Fig. 1: register map, names as in the netlist
The bar under the picture is 20 um long. Other sequential cells in the stronger gray, the rest of the logic in the fainter gray.
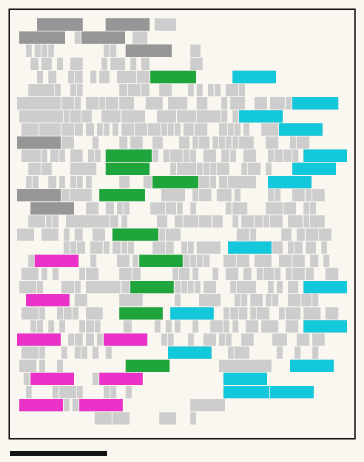
Fig. 2: a small window of the routed layout
The bar under the picture is 5 um long. Window x 26 to 46, y 52 to 72 um. Cells in gray, sequential cells in the stronger gray; small squares are vias.
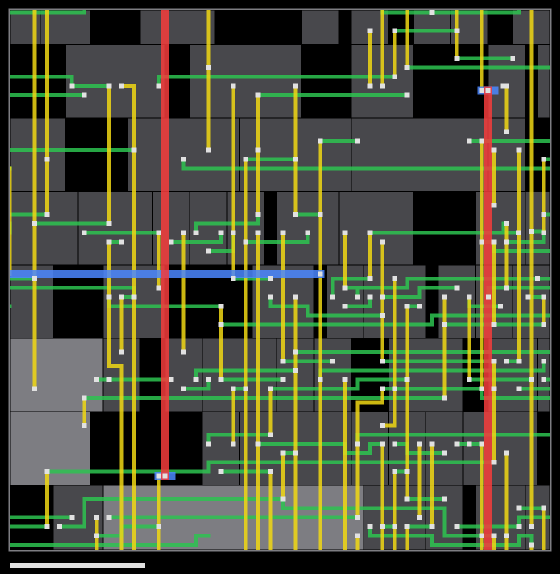
Fig. 3: logic cells by family
The bar under the picture is 20 um long.
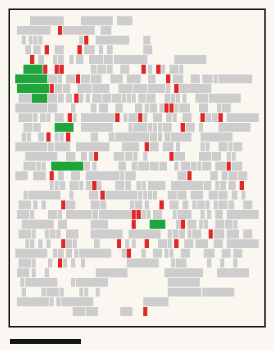
Fig. 4: wiring by layer
The bar under the picture is 20 um long.
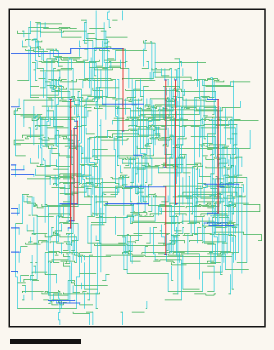
==> config.mk <==
export PLATFORM = sky130hd
export DESIGN_NAME = uart_tx_flat
export DESIGN_NICKNAME = d
export VERILOG_FILES = /design/src/rtl/uart_tx_pkg.sv /design/src/rtl/uart_tx_if.sv /design/src/rtl/uart_baud_div.sv /design/src/rtl/uart_tx.sv /design/src/flat_wrapper.sv
export SDC_FILE = /design/constraint.sdc
export NUM_CORES = 1
export LEC_CHECK = 0
export ABC_AREA = 1
export CORE_ASPECT_RATIO = 1.25
export CORE_UTILIZATION = 40
export CTS_BUF_LIST = sky130_fd_sc_hd__clkbuf_8
export DETAILED_ROUTE_END_ITERATION = 16
export GPL_ROUTABILITY_DRIVEN = 0
export SYNTH_ARGS = -nofsm -noshare
export SYNTH_HDL_FRONTEND = slang
export SYNTH_SLANG_ARGS = --single-unit
==> constraint.sdc <==
create_clock -name clk -period 1.6 [get_ports clk]
set_clock_uncertainty 0.2 [all_clocks]
set_input_delay 0.16 -clock clk [delete_from_list [all_inputs] [get_ports clk]]
set_output_delay 0.16 -clock clk [all_outputs]
set_load 0.02 [all_outputs]
==> flow_summary.json <==
{
  "antenna_found_initial": 0,
  "ctsHoldBuffers": 0,
  "clock-sinks": 42,
  "final_antenna_net_count": 0,
  "synth_top_cell_by_area": "dfrtp_1",
  "cts_tree": "done",
  "yosys_register_bits": 42,
  "flip_flop_count_of_the_largest_register_after_layout": 16,
  "postLayoutSetupSlackWorst_ns": -0.0940,
  "clock_tree.root_cell": "clkbuf_8",
  "cts_post_setup_buffers_inserted": 2,
  "seqPwrFrac_pct": 33.6,
  "cts.repair.resized": 17,
  "cts_inserted_buffers": 5,
  "relSlewSlack_pct": 74.5,
  "drive_gt1_share_pct": 31.1,
  "syn-instance-count": 328,
  "number_of_cells_in_the_yosys_synthesis_report": 328,
  "cpPeakStageDelay_ns": 0.41,
  "share_comb_of_total_power_pct": 50.0,
  "num_rows": 31,
  "hold_crit_class": "in -> async",
  "p_int_mw": 3.09,
  "critical_path_peak_fanout": 5,
  "count_of_nets_after_finishing": 429,
  "power.clock.fraction_pct": 16.4,
  "timing.final.setup_violations": 20,
  "worst_ir_drop_vdd_v": 0.000984,
  "synthMostInstantiatedCell": "nand2_1",
  "outcome": "finished with violations",
  "cellPowerDensity_nw_per_um2": 1500,
  "wl_met1_um": 2530,
  "flow.area_growth_from_synthesis_pct": 40.5,
  "detailed_routed_wire_length_on_met2_um": 3060,
  "worst_r2r_path_depth": 7,
  "port_buffers": 16,
  "postSynth.topFlopCell": "dfrtp_1",
  "met3_usage_pct": 2.96,
  "violations": "setup timing",
  "synth.net_count": 349,
  "top_level_i_o_count": 17,
  "groute.layer.met1.usage_pct": 24.0,
  "total_leakage_power_nw": 1.72,
  "core_area_sq_um": 5780,
  "rsz0062_at_grt": "yes",
  "die_width_um": 71.4,
  "timing.critical_path.mode_cell": "nand2_1",
  "grt_pass1_vias": 2292,
  "layout.filler_cells": 521,
  "max_cap_viol_count": 0,
  "vias_per_cell": 4.85,
  "report.final.slew_viol_count": 0,
  "ys_chip_area_sq_um": 2400,
  "timing.critical_path.depth": 7,
  "clkSlewWorstSetupHoldPaths_ns": 0.08,
  "drc_errors": 0,
  "max_freq_ghz": 0.590,
  "worstSetupPathType": "reg -> reg",
  "globalRoute.totalOverflow": 0,
  "pre_cts_slack_ns": -0.157,
  "r2r_setup_slack_ns": -0.09,
  "diodes_inserted": 0,
  "synth_top_area_share_pct": 37.5,
  "syn-mean-instance-area_sq_um": 7.33,
  "groute.usage.overall_pct": 20.8
}
-- Fig. 1 (at the start) --
legend:
  cyan:
    name_in_the_netlist: `u_core.u_baud_div.cnt_q`
    flops: 16
  magenta:
    name_in_the_netlist: `u_core.shift_q`
    flops: 8
    where: lower left
  green:
    name_in_the_netlist: `u_core.u_baud_div.bps_dr_o`
    flops: 10
    where: center
area occupied by registers: 1060 sq um
Power Sequential: 1.71 mW
sequential share of cell area: 31.5%
fraction of the core area covered by cells at the end of the flow: 58.5%

-- Fig. 2 (at the start) --
legend:
  blue:
    layer: met3
  yellow:
    layer: met2
  green:
    layer: met1
  red:
    layer: met4
sequential cells in the window: 1
most frequent: nand2_1 (13), buf_4 (6)
cells with their middle in the window: 43

-- Fig. 3 (at the start) --
legend:
  red:
    family: inverters
    cells: 48
  green:
    family: adder and majority cells
    cells: 7
final instance count without filler cells: 475
share of the final layout cell area in multi-input gates: 38.0%
Commonest Layout Cell: nand2_1

-- Fig. 4 (at the start) --
legend:
  cyan:
    layer: met2
    wire_length: 3060 um
  red:
    layer: met4
    wire_length: 218 um
  blue:
    layer: met3
    wire_length: 146 um
  green:
    layer: met1
    wire_length: 2530 um
average wire per cell in the routed design: 12.5 um
total detailed-routing wirelength: 5960 um

## placed cells by master, fill, tap and decap left out, drive strengths merged
cell type / instances
nand2: 109
buf: 62
inv: 49
nor2: 41
dfrtp: 36
nand3: 24
clkdlybuf4s50: 13
nor3: 10
a21oi: 9
xor2: 8
ha: 7
nand4: 6
dfstp: 6
o21ai: 6
clkbuf: 5
xnor2: 4
o22ai: 2
nand3b: 2
dlygate4sd2: 2
or2: 1
a211oi: 1
nor3b: 1
a22oi: 1
o21a: 1
bufinv: 1
clkinvlp: 1
dlymetal6s2s: 1
## cells by family (layout without fill, tap and decap cells)
logic type,after synthesis,count (layout),synth area share [%]
compound gates,20,20,4.58
xor+xnor,12,12,4.37
buf+inv,53,134,8.79
flops,42,42,44.0
simple gates,194,194,34.6
fa+ha+maj,7,7,3.64
## power by group through the flow
stage | sequential, mW | clock, mW | combinational (mW)
finish | 1.71 | 0.832 | 2.54
global route | 1.74 | 0.895 | 2.87
CTS | 1.69 | 0.863 | 2.39
detailed placement | 1.70 | 0 | 2.30
global placement | 1.69 | 0 | 2.27
floorplan | 1.70 | 0 | 1.39
## worst min-delay path, stage by stage
cell and delay [ns]:
clkdlybuf4s50_1 0.39, inv_1 0.09, buf_12 0.24
## layout make-up
class,count,area (sq um),share of cell area [%]
inverter,48,180,5.33
timing repair buffer,78,658,19.5
clock inverter,3,41.3,1.22
tap,66,82.6,2.44
multi-input combinational,233,1280,38.0
sequential,42,1060,31.5
clock buffer,5,68.8,2.04
## metrics by stage
stage	instances	setup TNS [ns]	power [mW]	hold WS [ns]
floorplan	328	-0.00404	3.09	0.0600
global placement	464	-1.72	3.96	0.263
detailed placement	464	-2.37	3.99	0.266
CTS	474	-1.40	4.94	0.0267
global route	475	-3.03	5.51	0.0603
finish	475	-0.849	5.08	0.0268
Power figures rest on the tool's default switching activity, not on a simulated workload.
